File: src/rtl/hazard_ctrl.sv
// ---------------------------------------------------------------------------
// HazardCtrl: pipeline hazard controller for the 5-stage CPU.
//
// Watches the ID-stage source operands against a load sitting in EXE and
// inserts LOAD_LAT bubbles when a load result is needed too early. Squashes
// the wrong-path instructions when MEM resolves a taken branch/jump, and
// freezes every pipeline register while the shared memory port is busy.
// Two saturating counters record how often each event happened, for debug.
//
// Ports:
//   clk              rising-edge clock
//   rst              asynchronous active-high reset (also gates all outputs)
//   id_src_used      bit i set = ID instruction reads source operand i
//   id_src_idx       packed source indices, operand i at [i*IDX_W +: IDX_W]
//   exe_memread      EXE instruction is a load
//   exe_wb_en        EXE instruction writes a register
//   exe_wb_idx       EXE destination register index
//   mem_branch_taken branch/jump in MEM resolved taken
//   mem_busy         shared memory port busy
//   pc_stall         hold the PC
//   ifid_stall       hold IF/ID
//   idex_bubble      load a NOP into ID/EX
//   ifid_flush       clear IF/ID
//   idex_flush       clear ID/EX
//   exmem_flush      clear EX/MEM
//   freeze_all       hold every pipeline register
//   stall_events     load-use hazards detected (saturating)
//   flush_events     branch flushes performed (saturating)
// ---------------------------------------------------------------------------
module hazard_ctrl #(
    parameter int IDX_W    = 4,
    parameter int N_SRC    = 3,
    parameter int LOAD_LAT = 1,
    parameter int CNT_W    = 16
) (
    input  logic                   clk,
    input  logic                   rst,
    input  logic [N_SRC-1:0]       id_src_used,
    input  logic [N_SRC*IDX_W-1:0] id_src_idx,
    input  logic                   exe_memread,
    input  logic                   exe_wb_en,
    input  logic [IDX_W-1:0]       exe_wb_idx,
    input  logic                   mem_branch_taken,
    input  logic                   mem_busy,
    output logic                   pc_stall,
    output logic                   ifid_stall,
    output logic                   idex_bubble,
    output logic                   ifid_flush,
    output logic                   idex_flush,
    output logic                   exmem_flush,
    output logic                   freeze_all,
    output logic [CNT_W-1:0]       stall_events,
    output logic [CNT_W-1:0]       flush_events
);

    typedef enum logic [1:0] {
        RUN       = 2'd0,
        LOAD_WAIT = 2'd1,
        FLUSH     = 2'd2
    } state_t;

    // Value loaded into lcnt when a hazard needs more than one bubble: the
    // first bubble is issued in RUN, the remaining LOAD_LAT-1 in LOAD_WAIT.
    localparam logic [2:0] LAT_M1 = 3'(LOAD_LAT - 1);

    state_t     state, state_next;
    logic [2:0] lcnt, lcnt_next;
    logic       hit;
    logic       stall_inc;
    logic       flush_inc;

    // Load-use hazard: a load in EXE whose destination matches any source
    // operand that the ID instruction actually reads.
    always_comb begin
        hit = 1'b0;
        for (int i = 0; i < N_SRC; i++) begin
            if (id_src_used[i] && (id_src_idx[i*IDX_W +: IDX_W] == exe_wb_idx))
                hit = 1'b1;
        end
        hit = hit && exe_memread && exe_wb_en;
    end

    // Next-state and output decode. Priority is busy > branch > hazard.
    // While busy nothing advances, so a branch or hazard seen during busy is
    // simply acted on in the first idle cycle. A branch seen in FLUSH belongs
    // to an instruction that was just squashed and is ignored. Reset gates
    // every output so a reset arriving mid-stall produces no stray bubble.
    always_comb begin
        state_next  = state;
        lcnt_next   = lcnt;
        stall_inc   = 1'b0;
        flush_inc   = 1'b0;
        pc_stall    = 1'b0;
        ifid_stall  = 1'b0;
        idex_bubble = 1'b0;
        ifid_flush  = 1'b0;
        idex_flush  = 1'b0;
        exmem_flush = 1'b0;
        freeze_all  = 1'b0;

        if (rst) begin
            state_next = RUN;
            lcnt_next  = 3'd0;
        end else if (mem_busy) begin
            freeze_all = 1'b1;
        end else begin
            case (state)
                RUN, FLUSH: begin
                    state_next = RUN;
                    if ((state == RUN) && mem_branch_taken) begin
                        ifid_flush  = 1'b1;
                        idex_flush  = 1'b1;
                        exmem_flush = 1'b1;
                        flush_inc   = 1'b1;
                        state_next  = FLUSH;
                    end else if (hit) begin
                        pc_stall    = 1'b1;
                        ifid_stall  = 1'b1;
                        idex_bubble = 1'b1;
                        stall_inc   = 1'b1;
                        if (LOAD_LAT > 1) begin
                            lcnt_next  = LAT_M1;
                            state_next = LOAD_WAIT;
                        end
                    end
                end
                LOAD_WAIT: begin
                    if (mem_branch_taken) begin
                        ifid_flush  = 1'b1;
                        idex_flush  = 1'b1;
                        exmem_flush = 1'b1;
                        flush_inc   = 1'b1;
                        lcnt_next   = 3'd0;
                        state_next  = FLUSH;
                    end else begin
                        pc_stall    = 1'b1;
                        ifid_stall  = 1'b1;
                        idex_bubble = 1'b1;
                        lcnt_next   = lcnt - 3'd1;
                        if (lcnt == 3'd1)
                            state_next = RUN;
                    end
                end
                default: begin
                    state_next = RUN;
                    lcnt_next  = 3'd0;
                end
            endcase
        end
    end

    // State and bubble counter registers.
    always_ff @(posedge clk or posedge rst) begin
        if (rst) begin
            state <= RUN;
            lcnt  <= 3'd0;
        end else begin
            state <= state_next;
            lcnt  <= lcnt_next;
        end
    end

    // Debug event counters stick at all-ones instead of wrapping, so a
    // saturated value always means "at least this many".
    always_ff @(posedge clk or posedge rst) begin
        if (rst) begin
            stall_events <= '0;
            flush_events <= '0;
        end else begin
            if (stall_inc && (stall_events != '1))
                stall_events <= stall_events + 1'b1;
            if (flush_inc && (flush_events != '1))
                flush_events <= flush_events + 1'b1;
        end
    end

endmodule

File: config.mk
export PLATFORM = sky130hd
export DESIGN_NAME = hazard_ctrl
export DESIGN_NICKNAME = d
export VERILOG_FILES = /design/src/rtl/hazard_ctrl.sv
export SDC_FILE = /design/constraint.sdc
export NUM_CORES = 1
export LEC_CHECK = 0
export CORE_MARGIN = 2
export CORE_UTILIZATION = 47
export CTS_BUF_LIST = sky130_fd_sc_hd__clkbuf_8
export DETAILED_ROUTE_END_ITERATION = 8
export PLACE_DENSITY = 0.82
export SLEW_MARGIN = 40
export SYNTH_ARGS = -nofsm -noshare
export SYNTH_HDL_FRONTEND = slang
export SYNTH_SLANG_ARGS = --single-unit
export TNS_END_PERCENT = 20
File: constraint.sdc
create_clock -name clk -period 2.08 [get_ports clk]
set_clock_uncertainty 0.05 [all_clocks]
set_input_delay 0.312 -clock clk [delete_from_list [all_inputs] [get_ports clk]]
set_output_delay 0.312 -clock clk [all_outputs]
set_load 0.03 [all_outputs]
==> run_1/drive_strength.png <==
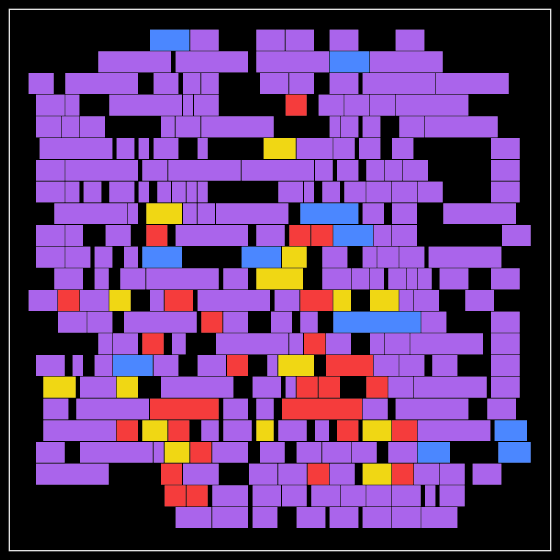
[red] drive 3 to 4 | cells: 27 | share: 10% | most used: buf_4
[yellow] drive 2 | cells: 15 | share: 5.8%
[purple] drive 1 or less | cells: 205 | share: 79% | most used: clkdlybuf4s50_1
[blue] drive 6 and up | cells: 11 | share: 4.3% | most used: clkbuf_8

==> run_1/final_congestion.png <==
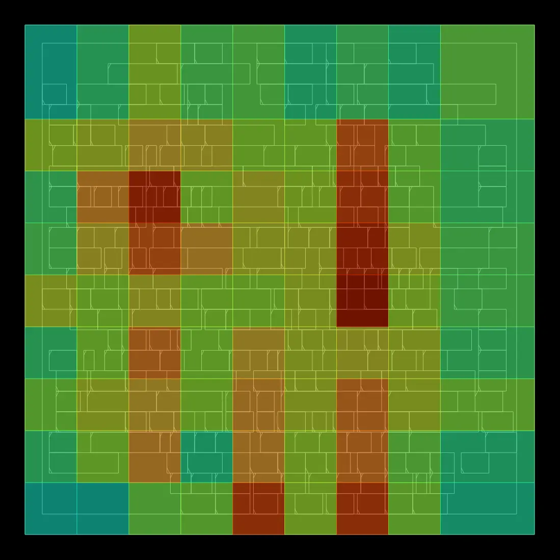
gr usage total: 22.1%
met1 track demand over resource in global routing: 27.1%
detail-routed net length per standard cell: 14.6 um

==> run summary, run 1 <==
Synthesis and place-and-route results.

- The total clock buffers created by CTS is 5.
- Measured along the x axis, the die boundary spans 67.7 um.
- The flip-flop and latch count after synthesis is 33.
- Averaged over all synthesized cells, the footprint is 11.0 sq um.
- The startpoint kind of the worst setup timing path is an input port.
- The report puts the hold buffer count at CTS at 0.
- The number of global-route vias before repair is 1,671.
- Per the repair_timing log after CTS, setup buffers inserted total 1.
- The clock-pin transition on the worst setup and hold timing paths is 0.06 ns.
- The switching share of total power is 28.0%.
- 64 I/O pins were placed.
- Of the total power, the clock network draws 34.7%.
- The net count after synthesis is 200.
- The maximum resistive drop on vdd is 0.538 mV.
- Including well taps, the total number of placed cells is 298.
- The total power divided by cell area is 622 mW/mm^2.
- The number of gates resized after CTS was 8.
- STA lists the endpoint of the worst register-to-register path as stall_events[13].
- The most frequently placed logic cell in the final layout is clkdlybuf4s50_1.
- Max-cap violations in this run came to 0.
- The flow measured a signed area growth from synthesis to layout of 49.4%.
- The share of the Yosys chip area taken by registers is 43.3%.
- The logic depth of the worst register-to-register path is 6.
- The element type at the critical path end is an output port.
- The final number of max-transition violations is 0.
- The share of the core filled with cells in the final layout is 72.3%.
- The register area is 826 sq um.
- The cell at the slowest stage of the critical path is clkdlybuf4s50_1.
- Per STA, the worst path is made up of clkdlybuf4s50_1 -> xnor2_1 -> nand3_1 -> o32ai_4 -> or2_4 -> buf_6.
- In the final layout, the share of cells above drive strength 1 is 20.5%.
- Routing resource usage on met3 recorded by global route was 5.17%.
- Setup repair after global routing left no endpoint under its margin.
- Per the synthesis report, the number of distinct cell types is 44.
- The power report lists the sequential group at 745 uW.
- The synthesized-area fraction occupied by xor and xnor cells is 18.4%.
- The hold violation total from the final report is 0.
- Post-synth the commonest register cell is dfrtp_1.
- Per the placement log, port buffering inserted 63 buffers.
- The highest signal layer in the routed design is met4.
- The residual antenna-violating net count after detailed routing is 0.
- The flow ran to the end, and the final reports show no timing, DRC or antenna violations.
- The largest non-sequential cell family by area is simple AND/OR/NAND/NOR gates.
- For this run, the number of standard cells in the final layout without fillers is 308.
- The warning tally printed by Yosys for this design is 0.
- In the placement report, post-DP HPWL is listed as 3370 um.
- The initial antenna violation count was 0.
- The initial standard-cell utilization of the core is 48.4%.
- The post-placement setup slack is -0.0834 ns.
- The H-tree depth is 2.
- Per the log, the first TritonRoute iteration ended with a DRC count of 199.
- The launch instance of the worst register-to-register path is stall_events[0].
- The classification of the worst setup path is in -> out.
- For this run, the final setup violation count is recorded as 0.
- The post-route met1 wirelength is 1850 um.
- The internal power component is 1.28 mW.
- The final net count is 284.
- The routability congestion estimate from global placement is 0.784.
- According to the CTS report, the clock sink count is 33.
- Of all flip-flops after synthesis, the portion carrying an async set or reset was 100%.
- Summed over all nets, wire length on met2 after detailed routing comes to 2390 um.
- The final critical-path setup slack is 0.0993 ns.
- The height of the die is 67.7 um.
- The register-to-register setup slack is 0.20 ns.
- The synthesis report lists the most area-consuming cells as dfrtp_1, xnor2_1, nand3_1, and3_1, nand4_1.
- The number of antenna diodes is 0.
- Row generation in the floorplan step produced 23 rows.
- The combinational gate area is 0.00106 sq mm.
- In the routed layout, each cell is associated on average with a via count of 5.41.
- The post-synthesis mux area share is 1.18%.
- The reported leakage power is 1.22 nW.
- The first-pass GRT wire length is 7640 um.
- The power report lists the clock group at 615 uW.
- The relative contribution of combinational cells to total power is 23.3%.
- Synthesis produced a netlist whose cell count is 173.
- Sequential cells account for 42.0% of the total power.
- The transition time recorded at the tightest slew-check pin is 0.404 ns.
- After detailed routing, the number of remaining DRC violations is 0.
- OpenROAD reports that the post-layout worst path occupies 95.2% of the period.
- STA lists the maximum fanout along the critical path as 3.
- The group drawing the most power is registers.
- The yosys stat chip area is 0.00191 sq mm.
- The synthesized-area fraction occupied by and/or/nand/nor cells is 22.5%.
- The worst path in the final design needs a cycle of 1.98 ns, including I/O delays and setup.
- The and-or/or-and share of the synthesized area is 11.4%.
- The total core area is 0.00394 sq mm.
- The data arrival time of the worst path is 1.62 ns.
- In the detailed route, the total length drawn on met3 is 220 um.
- The share of the synthesized area in the top cell type is 43.3%.
- The warning total across the stage logs is 26.
- Among all stages on the critical path, the maximum delay recorded is 0.47 ns.
- The count of filler cells inserted in the layout is 290.
- The tree is rooted in a clkbuf_8.
- The maximum number of pins on one net before global-route repair is 34.
- The total design power is 1.77 mW.
- The synthesized netlist was found by Yosys to have 173 cells.
- Summing the areas of all fa, ha and maj instances in the mapped netlist gives 1.31% of the synthesized area.
- The worst pin sits at a relative slew slack of 73.0%.
- The library cells used most frequently in the layout, excluding fill and tap cells, are clkdlybuf4s50_1, xnor2_1, dfrtp_1, buf_4, nand3_1.
- The global route stage reports its total congestion overflow as 0.
- The met2 capacity usage during global routing is 38.8%.
- STA puts the critical path data required time at 1.72 ns.
- The most area-hungry cell type in the Yosys netlist is dfrtp_1.
- For this run, the detailed router's first-pass iteration total came to 4.
- The skew report gives the latency at the later pin of the worst-skew pair as 0.28 ns.
- The global routing's busiest layer is met2.
- The worst hold path belongs to the class in -> async.
- TritonCTS built the clock tree.
- The number of buffers on the longest clock path is 2.
- The flow reports an fmax of 505 MHz.
- The count of flip-flops with a built-in enable after synthesis is 0.
- The switching power total is 495 uW.
- The netlist area before placement is 0.00191 sq mm.
- The power in combinational cells is 413 uW.
- According to the floorplan report, the total die area is 0.00458 sq mm.
==> run_1/met1.png <==
Cells faint in the background.
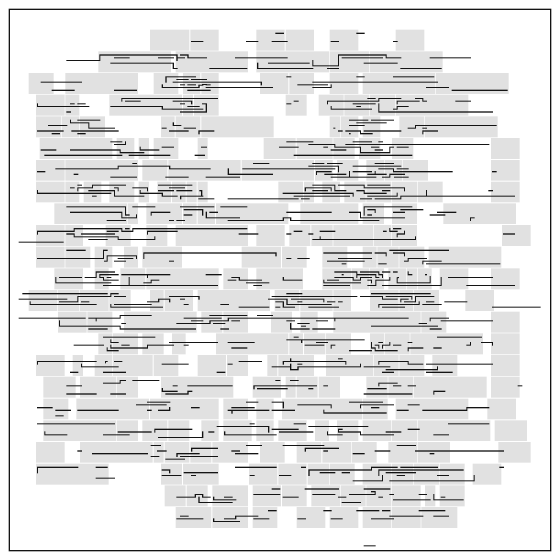
wire length on this layer: 1,850 um
share of all routed wire: 41%
longest straight run: 22.5 um
nets with wire on the layer: 245
overall via count from detail_route: 1,665
wirelength, routed: 4510 um

run 1: registers in the layout (all words and copies together) (netlist names):
name          flops
flush_events     16
stall_events     16
state             1
run 1: critical path, delay by kind of cell:
family / cells / cell delay [ns]
AOI/OAI and AO/OA: 1 / 0.25
buffers and inverters: 2 / 0.60
xor gates and xnor gates: 1 / 0.12
and+or+nand+nor: 2 / 0.34
run 1: synthesized netlist by cell type (3+ instances only):
cell type and number:
and4_1 4, nand2_1 9, o2111ai_1 5, xnor2_1 38
nand4_1 8, dfrtp_1 33, o211ai_1 6, nor3_1 3
and3_1 9, nand3_1 13, buf_4 4, nor2_1 3
run 1: through the flow:
| stage | hold WS (ns) | setup TNS, ns | area (sq um) |
|---|---|---|---|
| 3_3_place_gp | 0.433 | -0.164 | 2690 |
| 5_1_grt | 0.307 | 0 | 2850 |
| 2_1_floorplan | 0.391 | 0 | 1910 |
| 4_1_cts | 0.455 | 0 | 2820 |
| 3_5_place_dp | 0.446 | -0.532 | 2690 |
| 6_report | 0.248 | 0 | 2850 |
run 1: cells by family (layout without fill, tap and decap cells):
group,count (synthesis),after routing
buf+inv,6,91
xor+xnor,40,40
flops,33,33
mux,2,2
simple gates,66,66
fa+ha+maj,2,2
compound gates,24,24
run 1: how the worst max path moves through the flow:
stage	startpoint	endpoint	cells past startpoint
floorplan	state[1]	flush_events[14]	5
global placement	mem_busy	idex_bubble	6
detailed placement	exe_wb_idx[3]	idex_bubble	6
CTS	rst	idex_bubble	6
global route	id_src_idx[6]	pc_stall	6
finish	id_src_idx[4]	idex_bubble	6
run 1: layout make-up:
class                      instances  area share (%)
timing repair buffer              81            27.4
clock inverter                     2            1.19
tap                               50            2.20
multi-input combinational        134            37.1
inverter                           2           0.264
sequential                        33            29.0
clock buffer                       6            2.90
==> run_1/density.png <==
Bar = 20 um. The die is cut into 7 by 7 equal tiles; dark blue is low, red is high, 0 to 100% covered.
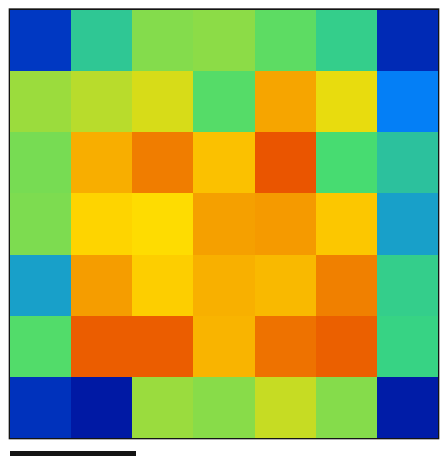

==> inputs of run 2 (changes only) <==
--- a/config.mk
+++ b/config.mk
@@ -5,11 +5,10 @@
 export SDC_FILE = /design/constraint.sdc
 export NUM_CORES = 1
 export LEC_CHECK = 0
-export CORE_MARGIN = 2
-export CORE_UTILIZATION = 47
+export CORE_UTILIZATION = 45
 export CTS_BUF_LIST = sky130_fd_sc_hd__clkbuf_8
 export DETAILED_ROUTE_END_ITERATION = 8
-export PLACE_DENSITY = 0.82
+export PLACE_DENSITY = 0.79
 export SLEW_MARGIN = 40
 export SYNTH_ARGS = -nofsm -noshare
 export SYNTH_HDL_FRONTEND = slang
==> run_2/density.png <==
Bar = 20 um. The die is cut into 7 by 7 equal tiles; dark blue is low, red is high, 0 to 100% covered.
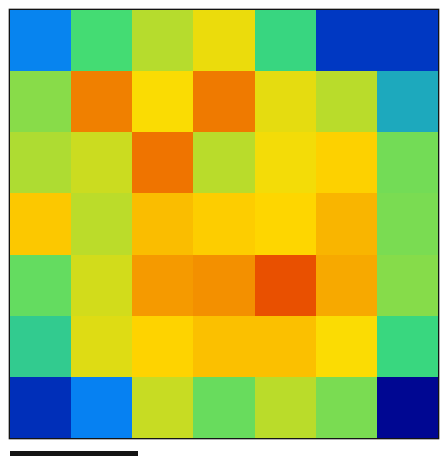
densest ninth of the die: middle
emptiest ninth of the die: top right
tiles over 75% full: 33%
final cell utilization of the core: 71.2%
core area: 0.00403 sq mm
Initial Util: 47.3%

==> run_2/met4.png <==
Cells faint in the background.
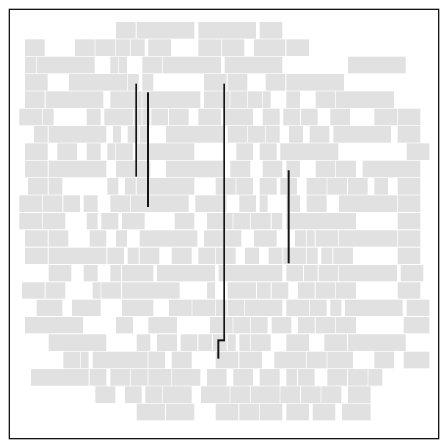
nets with wire on the layer: 4
main direction: vertical

==> run_2/final_congestion.png <==
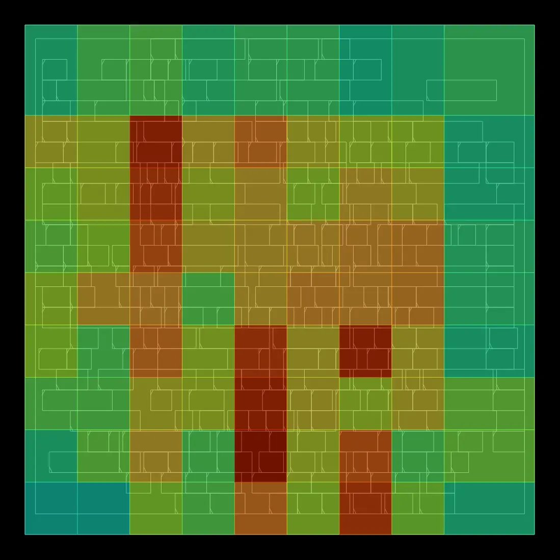
global route hottest layer: met2
detail-routed net length per standard cell: 14.1 um
met1 track demand over resource in global routing: 26.7%
met2 track demand over resource: 37.3%

==> run 2 against run 1 <==
Against the previous run: area after synthesis is the same; hold slack lost 0.0090 ns; sequential power hardly changed; sequential share of layout area fell by 0.19 points; non-clock buffer count increased by 4; maximum frequency rose by 1.3%; die area decreased by 1.8%; core utilization fell by 1.1 points; clock power up 2%; power increased by 0.59%; critical path type unchanged.
==> run summary, run 2 <==
Synthesis and place-and-route results.

- The clock-cell share of area is 4.06% (was 4.08%).
- The number of nets at floorplan is 200 (unchanged).
- The yosys stat chip area is 0.00191 sq mm (unchanged).
- The share of final-layout standard cells stronger than drive strength 1 was 21.8% (was 20.5%).
- The clock root buffer is clkbuf_8 (unchanged).
- The share of the synthesized area in the top cell type is 43.3% (unchanged).
- The hold slack came to 0.239 ns (was 0.248 ns).
- Most frequent cells in the layout: clkdlybuf4s50_1, xnor2_1, dfrtp_1, buf_4, nand3_1 (unchanged).
- The number of antenna diodes is 0 (unchanged).
- The fraction of area in multi-input gates was 36.8% (was 37.1%).
- The number of detailed-route iterations in the first pass is 4 (unchanged).
- The first-pass GRT wire length is 7380 um (was 7640 um).
- Worst path cell trace: clkdlybuf4s50_1 -> xnor2_1 -> nand3_1 -> nor3_4 -> or2_4 -> buf_6 (was clkdlybuf4s50_1 -> xnor2_1 -> nand3_1 -> o32ai_4 -> or2_4 -> buf_6).
- The count of filler cells inserted in the layout is 308 (was 290).
- The total power divided by cell area is 622 mW/mm^2 (about the same).
- The number of buffers inserted by hold repair at cts came to 0 (unchanged).
- The number of clock sinks seen by CTS is 33 (unchanged).
- The I/O pin count was 64 (unchanged).
- The longest individual stage delay on the worst path is 0.47 ns (about the same).
- The number of stages on the worst setup path is 6 (unchanged).
- The count of input and output buffers is 63 (unchanged).
- The number of violations of the max-capacitance limit was 0 (unchanged).
- The max-slew headroom at the worst pin is 73.1% (was 73.0%).
- The post-route clock period utilization came to 94.0% (was 95.2%).
- The residual antenna-violating net count after detailed routing was 0 (unchanged).
- The clock tree from TritonCTS is yes (unchanged).
- The transition at the pin with the smallest max-transition slack was 0.403 ns (was 0.404 ns).
- The logic depth of the worst register-to-register path was 6 (unchanged).
- The most area-hungry cell type in the Yosys netlist is dfrtp_1 (unchanged).
- The netlist area before placement is 0.00191 sq mm (unchanged).
- The clock-pin transition on the worst setup and hold timing paths was 0.06 ns (about the same).
- The count of different cell masters after synthesis is 44 (unchanged).
- The switching power total is 506 uW (was 495 uW).
- The warning total across the stage logs is 26 (unchanged).
- The cell at the slowest stage of the critical path is clkdlybuf4s50_1 (unchanged).
- The critical path's top delay family is buffers and inverters (unchanged).
- The worst hold-check path type is in -> async (unchanged).
- The number of non-clock buffers is 85 (was 81).
- The clock network fraction of total power is 35.2% (was 34.7%).
- The number of buffers on the longest clock path is 2 (unchanged).
- The final wirelength is 4410 um (was 4510 um).
- The hold violation total from the final report is 0 (unchanged).
- The total clock buffers created by CTS is 5 (unchanged).
- Most area-consuming cells after synthesis: dfrtp_1, xnor2_1, nand3_1, and3_1, nand4_1 (unchanged).
- The final setup violation count is 0 (unchanged).
- The initial antenna violation count is 0 (unchanged).
- The maximum resistive drop on vdd is 0.647 mV (was 0.538 mV).
- The async set-or-reset flop fraction in the synthesized netlist is 100% (unchanged).
- The worst endpoint required time came to 1.72 ns (about the same).
- The aggregate global routing overflow is 0 (unchanged).
- The register-to-register setup slack is 0.21 ns (was 0.20 ns).
- The iteration-0 DRC count of the detailed router is 92 (was 199).
- The register share after synthesis is 43.3% (unchanged).
- The overall track demand over capacity in global routing came to 22.3% (was 22.1%).
- The average via count per standard cell came to 5.25 (was 5.41).
- The overall via count from detail_route is 1,639 (was 1,665).
- The flip-flop and latch count was 33 (unchanged).
- The maximum number of pins on one net before global-route repair is 34 (unchanged).
- The routability congestion estimate from global placement came to 0.838 (was 0.784).
- The timing endpoint of the critical path is idex_bubble (unchanged).
- The post-synthesis to final-layout area growth came to 50.4% (was 49.4%).
- The final number of max-transition violations came to 0 (unchanged).
- The register area is 826 sq um (unchanged).
- Result of the run: finished, final reports clean (unchanged).
- The startpoint kind of the worst setup timing path is an input port (unchanged).
- The horizontal die dimension is 67.1 um (was 67.7 um).
- The number of warnings reported in the yosys synthesis log is 0 (unchanged).
- The most frequently placed logic cell in the final layout is clkdlybuf4s50_1 (unchanged).
- The mean instance size in the synthesized netlist is 11.0 sq um (unchanged).
- The final period demand of the worst path is 1.95 ns (was 1.98 ns).
- The reported leakage power is 1.26 nW (was 1.22 nW).
- The floorplan row count is 23 (unchanged).
- The synthesized instance count is 173 (unchanged).
- The fraction of area in registers is 28.8% (was 29.0%).
- The die outline area is 0.00450 sq mm (was 0.00458 sq mm).
- The combinational gate area came to 0.00105 sq mm (was 0.00106 sq mm).
- The non-clock inverter total of the final layout is 2 (unchanged).
- The critical path launch point is id_src_idx[9] (was id_src_idx[4]).
- The clock insertion delay at the later pin of the skew report was 0.29 ns (was 0.28 ns).
- Setup repair after global routing missed its margin: false (unchanged).
- The reg-to-reg critical path endpoint is flush_events[1] (was stall_events[13]).
- The flip-flop and latch count after synthesis is 33 (unchanged).
- The height of the die came to 67.1 um (was 67.7 um).
-- run 2: repair_timing --
action	4_1_cts	5_1_grt
endpoints found under the setup margin	3	3
setup buffers	1	0
pin swaps	7	9
gates resized	9	9
hold endpoints to repair	0	0
gates cloned	0	0
-- run 2: tightest hold or removal path, cell delays in order --
cell and delay, ns:
dlymetal6s2s_1 0.14, buf_4 0.15, inv_1 0.05, buf_4 0.35
-- run 2: per-stage QoR --
step / utilization [%] / power (mW) / area, sq um / cells / worst slack [ns]
6_report: 71.2 / 1.78 / 2870 / 312 / 0.125
5_1_grt: 71.2 / 1.86 / 2870 / 312 / 0.0350
4_1_cts: 70.5 / 1.80 / 2840 / 312 / 0.000217
3_5_place_dp: 67.3 / 1.17 / 2710 / 303 / -0.0970
3_3_place_gp: 67.3 / 1.16 / 2710 / 303 / -0.0427
2_1_floorplan: - / 0.970 / 1910 / 173 / 0.116
-- run 2: power groups by stage --
| stage | Sequential, mW | Clock [mW] | Combinational [mW] |
|---|---|---|---|
| 2_1_floorplan | 0.836 | 0 | 0.134 |
| 3_3_place_gp | 0.755 | 0 | 0.409 |
| 3_5_place_dp | 0.754 | 0 | 0.418 |
| 4_1_cts | 0.745 | 0.641 | 0.417 |
| 5_1_grt | 0.753 | 0.661 | 0.445 |
| 6_report | 0.744 | 0.627 | 0.411 |
-- run 2: metal layers --
layer	track usage [%]	part of all wire, %
met1	26.7	43
met2	37.3	50
met3	6.16	4.7
met4	8.78	2.0
met5	0	0
-- run 2: kinds of logic (layout without fill, tap and decap cells) --
group,Yosys count,count (layout),synth area share (%)
AND-OR/OR-AND,24,24,11.4
AND/OR/NAND/NOR,66,66,22.5
XOR/XNOR,40,40,18.4
buffers and inverters,6,95,1.97
adder cells (fa/ha/maj),2,2,1.31
flip-flops,33,33,43.3
multiplexers,2,2,1.18
Power and IR drop assume default switching activity.
